<file path="src/rtl/dds_phase_accumulator.sv">
// -----------------------------------------------------------------------------
// dds_phase_accumulator
//
// Phase accumulator for a direct digital synthesizer. A frequency tuning word
// (FTW) is added to the accumulator on every clock while running. The top
// ADDR_WIDTH bits of the accumulator plus a phase offset form the sine ROM
// address. A new FTW/offset pair loaded while running is held in shadow
// registers and only takes effect on the next accumulator carry-out, so the
// frequency change lands at a phase-continuous wrap point.
//
// Ports:
//   CLK           in   clock, all logic on rising edge
//   RESET         in   synchronous reset, active low
//   ENABLE        in   1 = run, 0 = idle with accumulator cleared
//   FTW_IN        in   [ACC_WIDTH-1:0]  tuning word to load
//   PHASE_OFS_IN  in   [ADDR_WIDTH-1:0] phase offset to load
//   LOAD          in   load request (accepted when LOAD_READY=1)
//   LOAD_READY    out  1 in IDLE/RUN, 0 while a staged load is pending
//   ROM_ADDRESS   out  registered sine ROM address
//   ADDR_VALID    out  registered, ROM_ADDRESS is a live sample
//   WRAP          out  registered one-cycle pulse on accumulator carry-out
// -----------------------------------------------------------------------------
module dds_phase_accumulator #(
    parameter int ACC_WIDTH  = 32,
    parameter int ADDR_WIDTH = 12
) (
    input  logic                  CLK,
    input  logic                  RESET,
    input  logic                  ENABLE,
    input  logic [ACC_WIDTH-1:0]  FTW_IN,
    input  logic [ADDR_WIDTH-1:0] PHASE_OFS_IN,
    input  logic                  LOAD,
    output logic                  LOAD_READY,
    output logic [ADDR_WIDTH-1:0] ROM_ADDRESS,
    output logic                  ADDR_VALID,
    output logic                  WRAP
);

    localparam logic [1:0] ST_IDLE = 2'd0;
    localparam logic [1:0] ST_RUN  = 2'd1;
    localparam logic [1:0] ST_PEND = 2'd2;

    logic [1:0]            state_q,      state_d;
    logic [ACC_WIDTH-1:0]  acc_q,        acc_d;
    logic [ACC_WIDTH-1:0]  ftw_active_q, ftw_active_d;
    logic [ADDR_WIDTH-1:0] ofs_active_q, ofs_active_d;
    logic [ACC_WIDTH-1:0]  ftw_shadow_q, ftw_shadow_d;
    logic [ADDR_WIDTH-1:0] ofs_shadow_q, ofs_shadow_d;
    logic [ADDR_WIDTH-1:0] rom_addr_q,   rom_addr_d;
    logic                  addr_valid_q, addr_valid_d;
    logic                  wrap_q,       wrap_d;

    logic                  load_accept;
    logic [ACC_WIDTH:0]    acc_sum;   // extra MSB holds the carry-out
    logic [ADDR_WIDTH-1:0] addr_sum;

    assign LOAD_READY  = (state_q != ST_PEND);
    assign load_accept = LOAD && LOAD_READY;

    assign acc_sum  = {1'b0, acc_q} + {1'b0, ftw_active_q};
    // Address is formed from the accumulator value before this edge's update.
    assign addr_sum = acc_q[ACC_WIDTH-1 -: ADDR_WIDTH] + ofs_active_q;

    always_comb begin
        state_d      = state_q;
        acc_d        = acc_q;
        ftw_active_d = ftw_active_q;
        ofs_active_d = ofs_active_q;
        ftw_shadow_d = ftw_shadow_q;
        ofs_shadow_d = ofs_shadow_q;
        rom_addr_d   = rom_addr_q;
        addr_valid_d = 1'b0;
        wrap_d       = 1'b0;

        case (state_q)
            ST_RUN: begin
                if (!ENABLE) begin
                    // Dropping to idle: address holds, a coincident load
                    // goes straight to the active registers.
                    state_d = ST_IDLE;
                    acc_d   = '0;
                    if (load_accept) begin
                        ftw_active_d = FTW_IN;
                        ofs_active_d = PHASE_OFS_IN;
                    end
                end else begin
                    acc_d        = acc_sum[ACC_WIDTH-1:0];
                    rom_addr_d   = addr_sum;
                    addr_valid_d = 1'b1;
                    wrap_d       = acc_sum[ACC_WIDTH];
                    if (load_accept) begin
                        ftw_shadow_d = FTW_IN;
                        ofs_shadow_d = PHASE_OFS_IN;
                        state_d      = ST_PEND;
                    end
                end
            end
            ST_PEND: begin
                if (!ENABLE) begin
                    // Disable wins over a coincident carry; the staged
                    // values are still committed so the load is not lost.
                    state_d      = ST_IDLE;
                    acc_d        = '0;
                    ftw_active_d = ftw_shadow_q;
                    ofs_active_d = ofs_shadow_q;
                end else begin
                    acc_d        = acc_sum[ACC_WIDTH-1:0];
                    rom_addr_d   = addr_sum;
                    addr_valid_d = 1'b1;
                    wrap_d       = acc_sum[ACC_WIDTH];
                    // Swap at the wrap point; this edge's sum still used
                    // the old tuning word.
                    if (acc_sum[ACC_WIDTH]) begin
                        ftw_active_d = ftw_shadow_q;
                        ofs_active_d = ofs_shadow_q;
                        state_d      = ST_RUN;
                    end
                end
            end
            default: begin
                // IDLE (and any unused encoding recovers through here)
                state_d = ST_IDLE;
                acc_d   = '0;
                if (load_accept) begin
                    ftw_active_d = FTW_IN;
                    ofs_active_d = PHASE_OFS_IN;
                end
                if (ENABLE) begin
                    state_d = ST_RUN;
                end
            end
        endcase
    end

    always_ff @(posedge CLK) begin
        if (!RESET) begin
            state_q      <= ST_IDLE;
            acc_q        <= '0;
            ftw_active_q <= '0;
            ofs_active_q <= '0;
            ftw_shadow_q <= '0;
            ofs_shadow_q <= '0;
            rom_addr_q   <= '0;
            addr_valid_q <= 1'b0;
            wrap_q       <= 1'b0;
        end else begin
            state_q      <= state_d;
            acc_q        <= acc_d;
            ftw_active_q <= ftw_active_d;
            ofs_active_q <= ofs_active_d;
            ftw_shadow_q <= ftw_shadow_d;
            ofs_shadow_q <= ofs_shadow_d;
            rom_addr_q   <= rom_addr_d;
            addr_valid_q <= addr_valid_d;
            wrap_q       <= wrap_d;
        end
    end

    assign ROM_ADDRESS = rom_addr_q;
    assign ADDR_VALID  = addr_valid_q;
    assign WRAP        = wrap_q;

endmodule

</file>
<file path="config.mk">
export PLATFORM = sky130hd
export DESIGN_NAME = dds_phase_accumulator
export DESIGN_NICKNAME = d
export VERILOG_FILES = /design/src/rtl/dds_phase_accumulator.sv
export SDC_FILE = /design/constraint.sdc
export NUM_CORES = 1
export LEC_CHECK = 0
export ABC_AREA = 1
export CAP_MARGIN = 15
export CORE_MARGIN = 2
export CORE_UTILIZATION = 55
export CTS_CLUSTER_SIZE = 10
export DETAILED_ROUTE_END_ITERATION = 6
export MAX_ROUTING_LAYER = met4
export PLACE_DENSITY = 0.76
export SKIP_CTS_REPAIR_TIMING = 1
export SYNTH_ARGS = -nofsm -noshare
export SYNTH_HDL_FRONTEND = slang
export SYNTH_SLANG_ARGS = --single-unit
</file>
<file path="constraint.sdc">
create_clock -name CLK -period 2.8 [get_ports CLK]
set_input_delay 0.7 -clock CLK [delete_from_list [all_inputs] [get_ports CLK]]
set_output_delay 0.7 -clock CLK [all_outputs]
set_load 0.02 [all_outputs]
</file>
Routed metal, one color a layer:
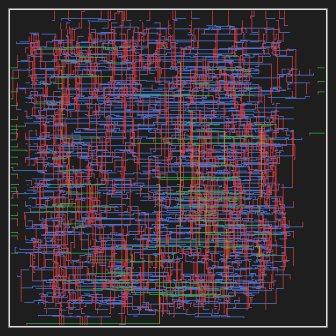
orange -> met4  # wire length 343 um
blue -> met1  # wire length 9630 um
green -> met3  # wire length 1300 um
red -> met2  # wire length 8080 um
Via Count: 7385
drt total wl: 19.3 mm

Clock network drawn from the DEF:
The bar under the picture is 50 um long.
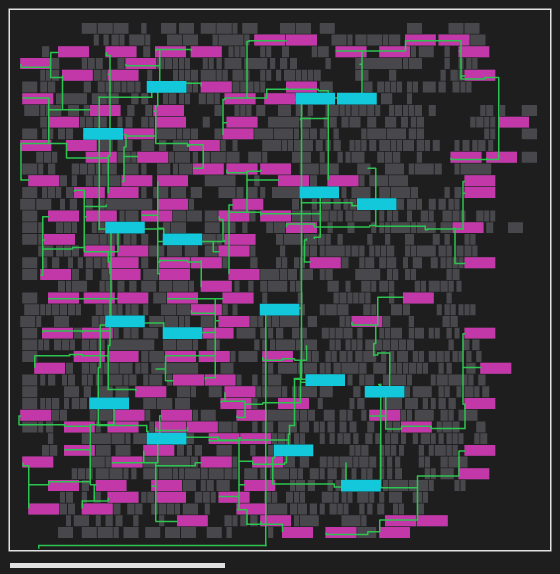
green -> clock wires  # length 1800 um
magenta -> flip-flops  # count 136
cyan -> cells driving clock nets  # count 17
flops lie = widely spread
routed clock nets = 18
Clock group: 2.53 mW
Setup Skew: 0.0162 ns
worst skew pair latency: 0.43 ns
clock power share: 49.3%

Met2 routing:
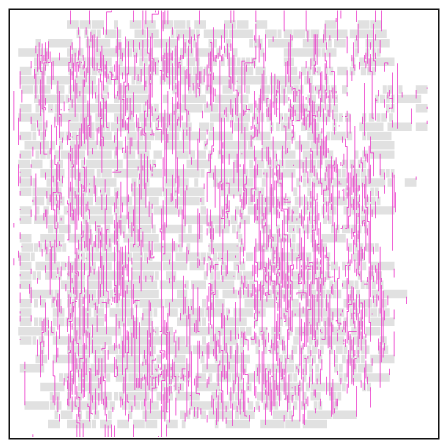
wire length on this layer = 8080 um
main direction = vertical
share of all routed wire = 42%
nets with wire on the layer = 1006
longest straight run = 32.3 um
grt met2 use: 37.2%

Track usage over the die:
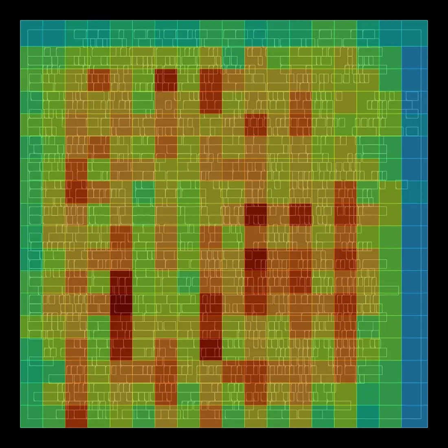
met3 Use GR: 4.11%
GR Layer Usage met1: 38.9%
gr busiest metal: met1
GR Util All Layers: 26.4%

Signal wires on met3:
The bar under the picture is 50 um long.
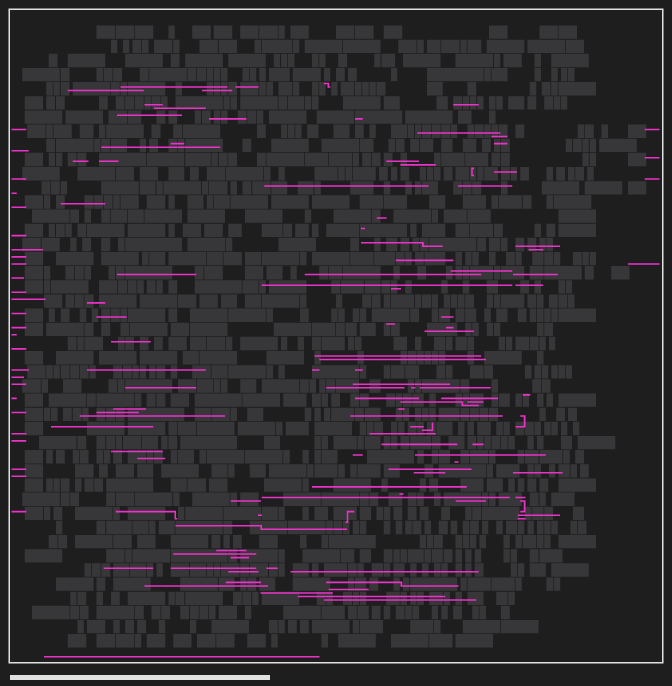
share of all routed wire = 6.7%
longest straight run = 52.7 um

==> flow_metrics.py <==
# Physical implementation metrics
metrics = {
    "synth": {
        "async_flop_share_pct": 0,
        "yosys.area.top_type": "dfxtp_1",
        "simple_gate_share_pct": 26.7,
        "synth_area_per_cell_um2": 7.21,
        "yosys_cells": 1122,
        "synth_flops": 136,
        "edf_count": 0,
        "synth_top_cell_by_count": "nand2_1",
        "synth_nets": 1217,
        "dominantRegCellSynth": "dfxtp_1",
        "common_cells": "nand2_1, dfxtp_1, inv_1, a21oi_1, o21ai_0",
        "ys_chip_area_mm2": 0.00809,
        "netlist_area_mm2": 0.00809,
        "mux_area_share_pct": 0,
        "syn_inst": 1122,
        "ys_types": 44,
        "top_area_share_pct": 33.6,
    },
    "layout": {
        "sh_comb_area_pct": 48.6,
        "seq_area_share_pct": 28.9,
        "n_all_buffers": 71,
        "final_cells": 1363,
        "diodes": 0,
        "lay_top_cells": "nand2_1, dfxtp_1, inv_1",
        "top_regs": "acc_q: 32 flops, ftw_active_q: 32 flops, ftw_shadow_q: 32 flops",
        "largest_cell_class": "multi-input combinational cells",
        "register_area_mm2": 0.00272,
        "lay_top_count": "nand2_1",
        "drive_gt1_share_pct": 13.6,
        "num-nets-final": 1261,
        "ff_count": 136,
    },
    "sta": {
        "rsz0062_at_grt": "false",
        "fin_hold_ws_ns": 0.475,
        "min_period_ns": 2.48,
        "tns_ns": 0,
        "final.setup.worst_slack_ns": 0.323,
        "tightest_slew_ns": 0.783,
        "slew_violations": 0,
        "hold_viol": 0,
        "period_used_pct": 88.4,
    },
    "clock_network": {
        "cts_max_level": 4,
        "clockBufferDepth": 2,
        "cts_tree": "built",
        "clk_pin_slew_ns": 0.06,
        "numCtsBuffers": 17,
        "cts_root_buf": "clkbuf_16",
    },
    "floorplan": {
        "pin_count": 63,
        "die_y_um": 125,
        "core_mm2": 0.0145,
        "tap_cells": 184,
        "die_w_um": 125,
        "fp_util_pct": 55.9,
    },
    "power": {
        "p_sw_share_pct": 24.5,
        "p_seq_share_pct": 40.4,
        "p_comb_share_pct": 10.3,
        "comb_power_uw": 529,
        "leakage_nw": 4.06,
        "irDropWorstVdd_mv": 0.378,
        "p_int_mw": 3.87,
    },
    "routing": {
        "first_iter_violations": 522,
        "first_pass_iters": 5,
        "wirelength_met1_mm": 9.63,
        "wl_met2_mm": 8.08,
        "drtAntennaViolNets": 0,
        "highest_layer": "met4",
        "via_per_inst": 5.42,
        "routedWlPerCell_um": 14.2,
        "drc": 0,
    },
    "placement": {
        "dp_worst_setup_slack_ns": 0.350,
        "hpwl_mm": 14.2,
        "portBuffers": 62,
        "place_congestion": 0.965,
        "dp_cells": 1331,
    },
    "min_path": {
        "worstHoldPathCells": 2,
        "min_to": "ofs_active_q[2]",
        "min_path_type": "flip-flop to flip-flop",
    },
    "setup_path": {
        "cp.depth": 4,
        "cpPeakStageDelay_ns": 0.62,
        "endpoint_kind": "output pin",
        "crit_end": "LOAD_READY",
        "cpLargestDelayFamily": "buffers and inverters",
        "reg2reg_from": "ftw_active_q[0]",
        "cp_max_fo": 5,
        "startpoint": "state_q[0]",
        "ff2ff_path_depth": 14,
        "crit_required_ns": 2.10,
        "critPathKind": "flip-flop to output pin",
        "crit_buf_inv": 3,
        "worstPathCellList": "inv_1 -> ha_2 -> inv_2 -> clkdlybuf4s50_1",
    },
    "outcome": {
        "status": "complete, no violations",
    },
    "global_route": {
        "grt_max_degree": 86,
        "overflow": 0,
        "grt_pass1_wl_mm": 32.9,
        "antenna_found_initial": 0,
    },
    "flow_run": {
        "max_cap_violations": 0,
        "warnings": 27,
    },
}
Power is estimated from default activity; no workload was simulated.
